### src/rtl/mult_nib_seq_ctrl.sv
// mult_nib_seq_ctrl: nibble-serial wide unsigned multiplier built on one shared 4x4 multiplier.
// Optional MULT_ZERO_SKIP_EN: zero operands bypass the MUL phase.
module multiplier_4x4 (
    input  logic [3:0] x,
    input  logic [3:0] y,
    output logic [7:0] z
);
    assign z = x * y;
endmodule

module mult_nib_seq_ctrl #(
    parameter int NIB = 2
) (
    input  logic             clk,
    input  logic             rst,
    input  logic             in_valid,
    output logic             in_ready,
    input  logic [4*NIB-1:0] a,
    input  logic [4*NIB-1:0] b,
    output logic             out_valid,
    input  logic             out_ready,
    output logic [8*NIB-1:0] p,
    output logic             busy
);
    localparam int W  = 4*NIB;
    localparam int PW = 8*NIB;
    localparam int N  = NIB*NIB;
    localparam int SW = (N > 1) ? $clog2(N) : 1;

    typedef enum logic [1:0] {IDLE, MUL, DONE} state_t;

    state_t        state, state_n, go;
    logic [W-1:0]  a_q, b_q;
    logic [PW-1:0] acc;
    logic [SW-1:0] step, i, j;
    logic [7:0]    pp;
    logic          last, accept;

    // A nibble walks fastest, B nibble is the outer index
    assign i      = SW'(step % NIB);
    assign j      = SW'(step / NIB);
    assign last   = step == SW'(N-1);
    assign accept = in_valid && in_ready;

`ifdef MULT_ZERO_SKIP_EN
    assign go = (a == '0 || b == '0) ? DONE : MUL;
`else
    assign go = MUL;
`endif

    multiplier_4x4 u_mul (
        .x(a_q[4*i +: 4]),
        .y(b_q[4*j +: 4]),
        .z(pp)
    );

    always_ff @(posedge clk or posedge rst) begin
        if (rst)
            state <= IDLE;
        else
            state <= state_n;
    end

    always_comb begin
        state_n = (state == IDLE) ? (accept ? go : IDLE) :
                  (state == MUL)  ? (last ? DONE : MUL) :
                                    (out_ready ? IDLE : DONE);
    end

    always_comb begin
        in_ready  = state == IDLE;
        out_valid = state == DONE;
        busy      = state != IDLE;
        p         = acc;
    end

    always_ff @(posedge clk or posedge rst) begin
        if (rst) begin
            a_q  <= '0;
            b_q  <= '0;
            acc  <= '0;
            step <= '0;
        end else if (accept) begin
            a_q  <= a;
            b_q  <= b;
            acc  <= '0;
            step <= '0;
        end else if (state == MUL) begin
            acc  <= acc + (PW'(pp) << (4*(i+j)));
            step <= last ? step : step + 1'b1;
        end
    end
endmodule

### config.mk
export PLATFORM = sky130hd
export DESIGN_NAME = mult_nib_seq_ctrl
export DESIGN_NICKNAME = d
export VERILOG_FILES = /design/src/rtl/mult_nib_seq_ctrl.sv
export SDC_FILE = /design/constraint.sdc
export NUM_CORES = 1
export LEC_CHECK = 0
export ABC_AREA = 1
export CAP_MARGIN = 20
export CORE_MARGIN = 8
export CORE_UTILIZATION = 45
export CTS_CLUSTER_SIZE = 8
export DETAILED_ROUTE_END_ITERATION = 12
export DONT_BUFFER_PORTS = 1
export PLACE_DENSITY = 0.58
export SYNTH_ARGS = -nofsm -noshare
export SYNTH_HDL_FRONTEND = slang
export SYNTH_SLANG_ARGS = --single-unit
### constraint.sdc
create_clock -name clk -period 6.9 [get_ports clk]
set_input_delay 1.38 -clock clk [delete_from_list [all_inputs] [get_ports clk]]
set_output_delay 1.38 -clock clk [all_outputs]
set_load 0.05 [all_outputs]
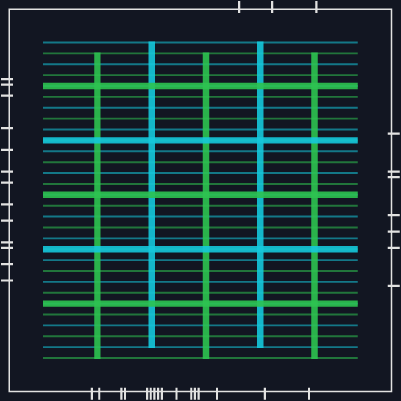
**Above:** run 1 (power grid).
Scale: 4 px per um. Pins as bars on the die edge.
Cyan marks VDD. Green marks VSS.
39 signal pins sit on the boundary. The core has 29 rows. 30 met1 rails follow the rows.
die boundary width: 95.2 um

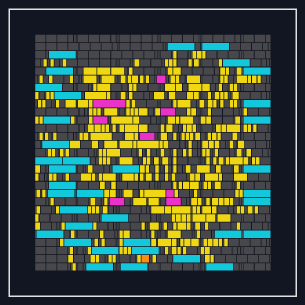
**Above:** run 1 (cell classes on the final placement).
Scale: 3 px per um. Fill, decap, tap and diode cells in grey.
Orange marks remaining buffers and delay cells, cells 1, share of their area 0.26%. Magenta marks clock drivers and dummy loads, cells 8, share of their area 4.0%. Cyan marks registers, cells 36, share of their area 31%. Yellow marks remaining logic cells, cells 340, share of their area 65%.
Final Core Density: 0.482
post-route cell area: 0.00299 mm2
sequential fraction of total cell area: 0.301
Core Region: 0.00620 mm2

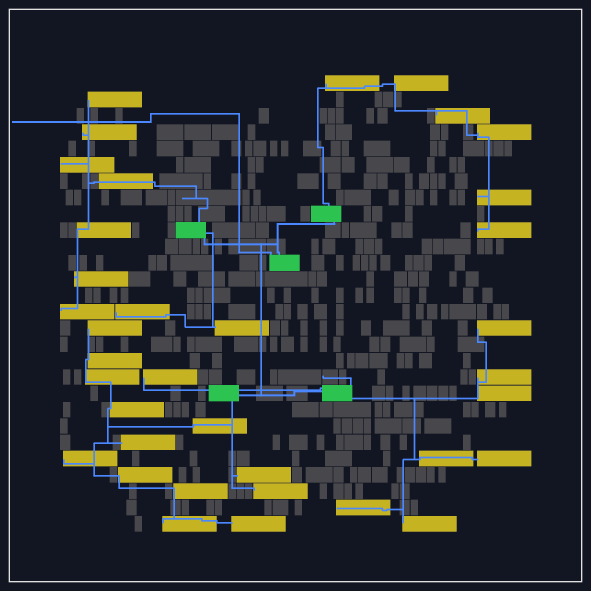
**Above:** run 1 (clock network drawn from the DEF).
Scale: 6 px per um.
Yellow marks flip-flops, count 36. Blue marks clock wires, length 600 um. Green marks clock-net drivers, count 5.
Position of the flops: widely spread. There are 6 routed clock nets.
final worst clock skew: 0.00946 ns
clock insertion delay at the later pin of the skew report: 0.30 ns

==> run 1: cell usage in the layout (no fill, tap or decap), types with 2 or more instances in the layout <==
cell type,netlist,layout
clkbuf_8,1,5
nand3_1,9,9
inv_1,37,37
a22o_1,2,2
xnor2_1,2,2
nand2_1,114,114
o22ai_1,5,5
o21bai_1,2,2
dfrtp_1,36,36
o21ai_0,28,28
o21ai_1,8,8
mux2i_1,4,4
nand3_2,4,4
ha_1,28,28
clkinv_1,2,2
nand4_1,4,4
nor2_1,42,42
fa_1,5,5
o21ai_2,2,2
a21oi_1,20,20
nand2_2,6,6
a31oi_1,2,2
a21oi_2,2,2
or2_2,4,4
==> flow_metrics.py, run 1 <==
# Generated from Yosys and OpenROAD reports
metrics = {
    "grt": {
        "grt_overflow_total": 0,
        "gr-usage-met1": 0.188,
    },
    "cells_and_area": {
        "layout.non_clock_buffers": 1,
        "instances_no_fill": 462,
        "drive_gt1_frac": 0.0805,
        "area.sequential_um2": 901,
        "logic_area_mm2": 0.00172,
        "seq_cells": 36,
        "combAreaFraction": 0.576,
        "max_area_cell_class": "logic gates",
    },
    "place": {
        "io_buffer_count": 0,
    },
    "cts": {
        "cts_buffer_count": 5,
        "clockRootBuffer": "clkbuf_8",
        "maximum_level_of_the_cts_h_tree": 2,
        "clock_sinks": 36,
        "clock_tree.buffer_depth": 2,
        "tritoncts_clock_tree": "yes",
    },
    "yosys": {
        "yosys-stat-cells": 384,
        "post-synth-top-area-fraction": 0.319,
        "syn-num-nets": 437,
        "syn_inst": 384,
        "ys_sh_simple": 0.286,
        "synth-compound-area-share": 0.142,
        "ys_seq_elements": 36,
        "synth_xor_xnor_area_share": 0.00932,
        "synth.cells.most_frequent": "114 x nand2_1, 42 x nor2_1, 37 x inv_1",
    },
    "floorplanning": {
        "floorplan.tapcells": 77,
        "floorplanUtilization": 0.455,
    },
    "sta": {
        "drv_slew": 0,
        "total_negative_slack_ns": 0,
        "tightestPinTransition_ns": 0.985,
    },
    "route": {
        "dr.max_layer_used": "met4",
        "drt_pre_antenna_iters": 4,
        "drc": 0,
        "routed_wire_length_per_instance_um": 14.6,
        "final_wl_um": 6740,
    },
    "outcome": {
        "status": "completed",
    },
    "critical_path": {
        "family_with_the_most_delay_on_the_worst_path": "adder cells",
        "crit_arrival_ns": 4.96,
        "critical_path_cell_count": 23,
        "crit_start": "step[1]",
        "cp-start-kind": "flip-flop",
    },
    "job": {
        "openroad.warnings": 26,
    },
}
==> run 1 -> run 2 <==
- clock period: 6.9 -> 4.44 ns (I/O delays scaled with it)
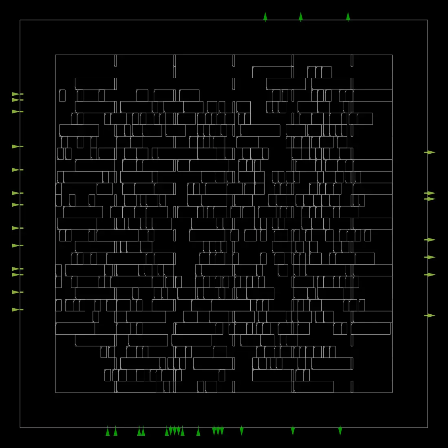
**Above:** run 2 (cell placement).
sequential fraction of total cell area: 0.270
Final Core Density: 0.539

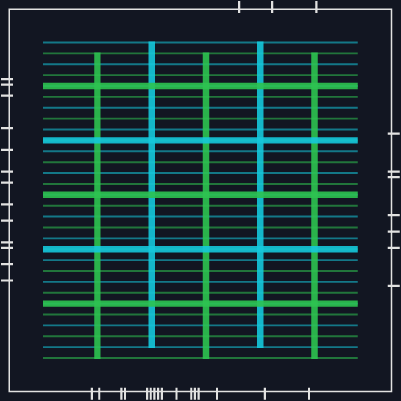
**Above:** run 2 (power grid).
Scale: 4 px per um. Pins as bars on the die edge.
Cyan marks VDD. Green marks VSS.
The core has 29 rows. 30 met1 rails follow the rows. 5 straps on met5. 5 straps on met4.

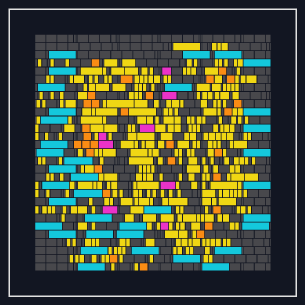
**Above:** run 2 (cell classes on the final placement).
Scale: 3 px per um. Fill, decap, tap and diode cells in grey.
Orange marks remaining buffers and delay cells, cells 29, share of their area 6.8%. Magenta marks clock drivers and dummy loads, cells 8, share of their area 2.9%. Cyan marks registers, cells 36, share of their area 28%. Yellow marks remaining logic cells, cells 340, share of their area 63%.

==> run 2 against run 1 <==
Net effect: first-iteration DRC count rose by 61%; critical path type unchanged; final area rose by 12%; register-to-register slack got worse by 2.0 ns; sequential share of layout area fell by 3.1 points; wire length rose by 3.4%; critical path depth rose by 3; utilization rose by 5.6 points.
==> flow_metrics.py, run 2 <==
# Generated from Yosys and OpenROAD reports
metrics = {
    "critical_path": {
        "reg2reg_setup_slack_ns": 0.12,
        "cp-start-kind": "flip-flop",
        "setup.worst_path.end_class": "flip-flop",
        "critical_path.reg2reg.startpoint": "step[1]",
        "crit_arrival_ns": 4.54,
        "crit_start": "step[1]",
        "crit_fanout": 6,
    },
    "cells_and_area": {
        "mostFrequentLayoutCell": "nand2_1",
        "fin_area_mm2": 0.00334,
        "seq_cells": 36,
        "largest_register_ffs": 16,
        "area.sequential_um2": 903,
        "max_area_cell_class": "logic gates",
        "logic_area_mm2": 0.00188,
        "drive_gt1_frac": 0.215,
        "instances_no_fill": 490,
        "num-clock-buffers": 5,
        "buf_share": 0.0662,
        "layout.non_clock_buffers": 29,
        "nNetsFinal": 465,
        "layout_top_cells": "107 x nand2_1, 39 x nor2_1, 37 x inv_1",
        "combAreaFraction": 0.562,
    },
    "yosys": {
        "syn-num-nets": 437,
        "synth-compound-area-share": 0.142,
        "syn_inst": 384,
        "yosys-stat-cells": 384,
        "synth_top_flop_cell": "dfrtp_1",
        "post-synth-top-area-fraction": 0.319,
        "post-synth-top-count-cell": "nand2_1",
        "ys_sh_simple": 0.286,
        "post_synth_mux_area_share": 0.0142,
        "synthesis.area_per_instance_um2": 7.34,
        "synth.cells.most_frequent": "114 x nand2_1, 42 x nor2_1, 37 x inv_1",
        "top_cells_by_area": "dfrtp_1 32%, nand2_1 15%, ha_1 12%",
        "arithmetic_cell_share_of_the_synthesized_area_counting_full_adders_half_adders_and_majority_gates": 0.160,
        "synth_xor_xnor_area_share": 0.00932,
        "synth-edff-count": 0,
        "ys_seq_elements": 36,
    },
    "cts": {
        "clockRootBuffer": "clkbuf_8",
        "clkLatencyLatePin_ns": 0.30,
        "clock_tree.buffer_depth": 2,
        "tritoncts_clock_tree": "yes",
        "clock_sinks": 36,
        "cts_buffer_count": 5,
        "maximum_level_of_the_cts_h_tree": 2,
    },
    "route": {
        "met3_length_um": 218,
        "detailedRoute.firstIterationViolations": 124,
        "drt_pre_antenna_iters": 4,
        "drc": 0,
        "dr.max_layer_used": "met4",
        "final_wl_um": 6970,
        "routed_wire_length_per_instance_um": 14.2,
        "met2WireLength_um": 3810,
    },
    "floorplanning": {
        "floorplanUtilization": 0.455,
        "core_area_mm2": 0.00620,
        "die-width_um": 95.2,
        "floorplan.tapcells": 77,
        "die_area_mm2": 0.00906,
    },
    "sta": {
        "setup_ws_ns": 0.124,
        "tightestPinTransition_ns": 0.899,
        "holdWs_ns": 0.484,
        "finalSetupViolCount": 0,
        "final_worst_clock_skew_ns": 0.00959,
        "achievable-frequency_ghz": 0.232,
        "drv_slew": 0,
        "worst_slew_margin_rel": 0.398,
        "final_hold_viol_count": 0,
        "finalCritPeriodShare": 0.972,
        "fin_crit_ns": 4.32,
        "total_negative_slack_ns": 0,
    },
    "grt": {
        "gr-usage-met1": 0.177,
        "grt_pass1_wl_um": 11600,
        "globalRoute.busiestLayer": "met2",
        "antenna_found_initial": 0,
        "first_global_vias": 2553,
        "grt_overflow_total": 0,
    },
    "place": {
        "io_buffer_count": 0,
        "dp_slack_ns": -0.134,
        "detailedPlacementHpwl_um": 5370,
    },
    "job": {
        "openroad.warnings": 27,
        "drv_cap": 0,
    },
    "outcome": {
        "status": "completed",
    },
}
[run 2: cell types whose count changed in the layout (fill, tap and decap cells not counted), sizes merged]
cell,delta
buf,+28
bufinv,-1
inv,-1
clkinv,+1
clkinvlp,+1
[run 2: critical path: stages (launching register included)]
cell and delay, ns:
dfrtp_2 0.47, nand2_2 0.08, o21ai_2 0.06, or2_4 0.26
fa_1 0.53, inv_1 0.05, fa_1 0.49, buf_6 0.15
ha_4 0.14, nand2_2 0.06, nand2_2 0.06, a31oi_2 0.15
xnor2_1 0.16, inv_1 0.07, nand2_1 0.09, o21ai_2 0.08
nor2_1 0.12, ha_1 0.30, a21oi_2 0.17, o21ai_1 0.09
a21oi_1 0.15, nand2_1 0.10, nand2_1 0.11, nand2_2 0.06
nand2_1 0.06, nand2_1 0.05, o21ai_1 0.14
==> run 2 -> run 3 <==
- HOLD_SLACK_MARGIN: default -> 0.08
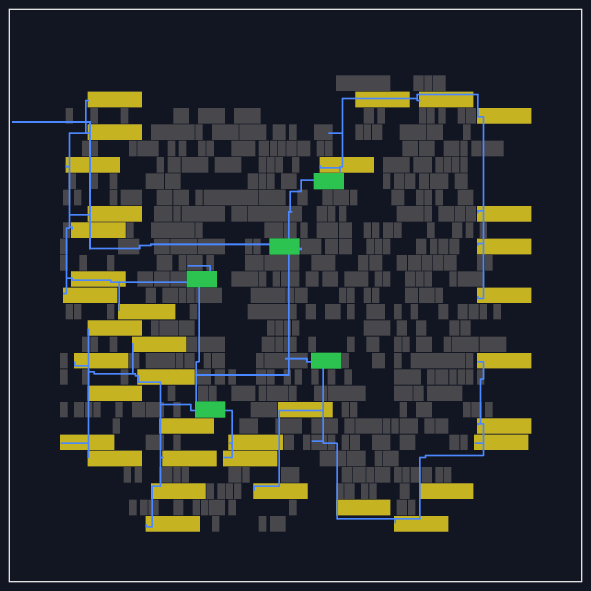
**Above:** run 3 (clock network drawn from the DEF).
Scale: 6 px per um.
Yellow marks flip-flops, count 36. Green marks clock-net drivers, count 5. Blue marks clock wires, length 522 um.
There are 6 routed clock nets. Position of the flops: widely spread.

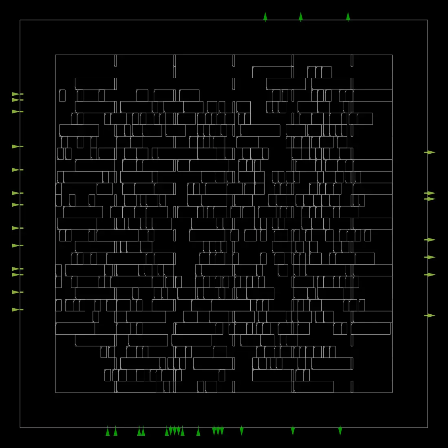
**Above:** run 3 (cell placement).
count of filler cells inserted in the layout: 581
total number of sequential cells: 36

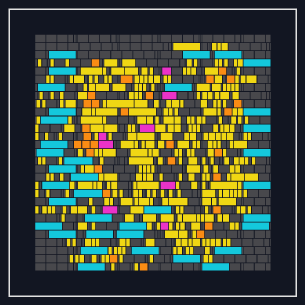
**Above:** run 3 (cell classes on the final placement).
Scale: 3 px per um. Fill, decap, tap and diode cells in grey.
Yellow marks remaining logic cells, cells 340, share of their area 63%. Magenta marks clock drivers and dummy loads, cells 8, share of their area 2.9%. Cyan marks registers, cells 36, share of their area 28%. Orange marks remaining buffers and delay cells, cells 29, share of their area 6.8%.

==> run 3 against run 2 <==
Net effect: utilization stayed put; hold slack unchanged; register-to-register slack about the same; critical path type unchanged.
==> flow_metrics.py, run 3 <==
# Generated from Yosys and OpenROAD reports
metrics = {
    "route": {
        "final_wl_um": 6970,
        "routed_wire_length_per_instance_um": 14.2,
        "drt_pre_antenna_iters": 4,
        "detailedRoute.firstIterationViolations": 124,
    },
    "yosys": {
        "yosys-stat-cells": 384,
        "ys_seq_elements": 36,
        "top_cells_by_area": "dfrtp_1 32%, nand2_1 15%, ha_1 12%",
        "synth_top_flop_cell": "dfrtp_1",
        "synthesis.area_per_instance_um2": 7.34,
        "syn-num-nets": 437,
        "post-synth-top-area-fraction": 0.319,
        "synth-edff-count": 0,
    },
    "critical_path": {
        "reg2reg_setup_slack_ns": 0.12,
        "cpMaxStageDelayCell": "fa_1",
        "critical_path_cell_count": 26,
        "crit_arrival_ns": 4.54,
        "family_with_the_most_delay_on_the_worst_path": "adder cells",
        "crit_start": "step[1]",
        "setup.worst_path.end_class": "flip-flop",
        "crit_path_frequent_cell": "nand2_1",
        "critical_path.reg2reg.startpoint": "step[1]",
    },
    "grt": {
        "antenna_found_initial": 0,
        "globalRoute.busiestLayer": "met2",
        "grt_overflow_total": 0,
    },
    "place": {
        "detailedPlacementHpwl_um": 5370,
        "dp_slack_ns": -0.134,
        "io_buffer_count": 0,
    },
    "cells_and_area": {
        "instances_no_fill": 490,
        "area.sequential_um2": 903,
        "buf_share": 0.0662,
        "fin_area_mm2": 0.00334,
        "layout_top_cells": "107 x nand2_1, 39 x nor2_1, 37 x inv_1",
        "largest_register_ffs": 16,
        "drive_gt1_frac": 0.215,
        "mostFrequentLayoutCell": "nand2_1",
        "area.share.sequential": 0.270,
        "logic_area_mm2": 0.00188,
        "num-clock-buffers": 5,
        "final_util": 0.539,
    },
    "floorplanning": {
        "die-width_um": 95.2,
        "floorplan.tapcells": 77,
        "core_area_mm2": 0.00620,
    },
    "outcome": {
        "status": "completed",
    },
    "job": {
        "openroad.warnings": 27,
    },
    "sta": {
        "finalSetupViolCount": 0,
        "tightestPinTransition_ns": 0.899,
        "final_hold_viol_count": 0,
        "final_worst_clock_skew_ns": 0.00959,
        "setup_ws_ns": 0.124,
        "achievable-frequency_ghz": 0.232,
        "drv_slew": 0,
        "fin_crit_ns": 4.32,
    },
    "cts": {
        "clockRootBuffer": "clkbuf_8",
        "maximum_level_of_the_cts_h_tree": 2,
        "clkLatencyLatePin_ns": 0.30,
        "tritoncts_clock_tree": "yes",
    },
}
==> run 3: cell counts after synthesis <==
No cell type changed its count.
==> run 3: timing repair <==
item | CTS | global route
pin swaps | 7 | 24
gates resized | 6 | 39
endpoints found under the setup margin | 8 | 9
buffers inserted | 2 | 5
==> run 3: logic make-up after synthesis <==
kind of cell	Yosys count	synth area share
multiplexers	4	0.0142
flip-flops	36	0.319
adder cells (fa/ha/maj)	33	0.160
AND-OR/OR-AND	72	0.142
buffers and inverters	48	0.0697
XOR/XNOR	3	0.00932
AND/OR/NAND/NOR	188	0.286
==> run 3: metal layers <==
layer / share of wire / vias up
met1: 0.42 / 1192
met2: 0.55 / 38
met3: 0.031 / 5
met4: 0.0065 / 0
met5: 0 / -
li1: - / 1308

==> notes/layouts.md <==
Pictures saved along the way, in no particular order.

Metal layers overlaid.
Scale: 4 px per um. Two of the layers only.
image #1
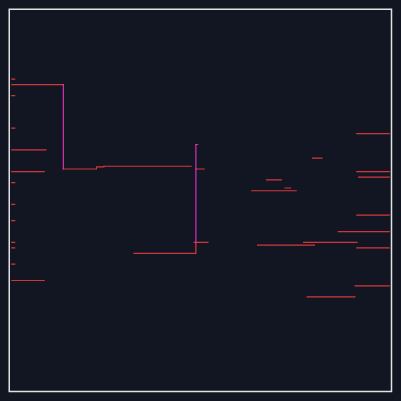
image #2
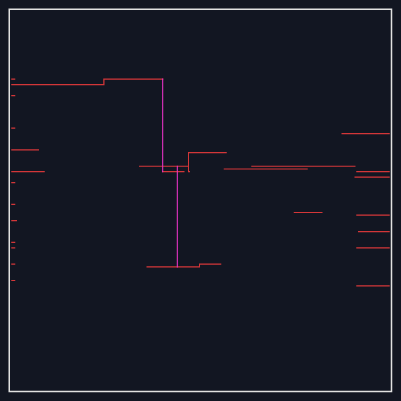
image #1: run 3
image #2: run 1

Key to image #1:
Red marks M3, wire length 219 um. Magenta marks M4, wire length 45.6 um.

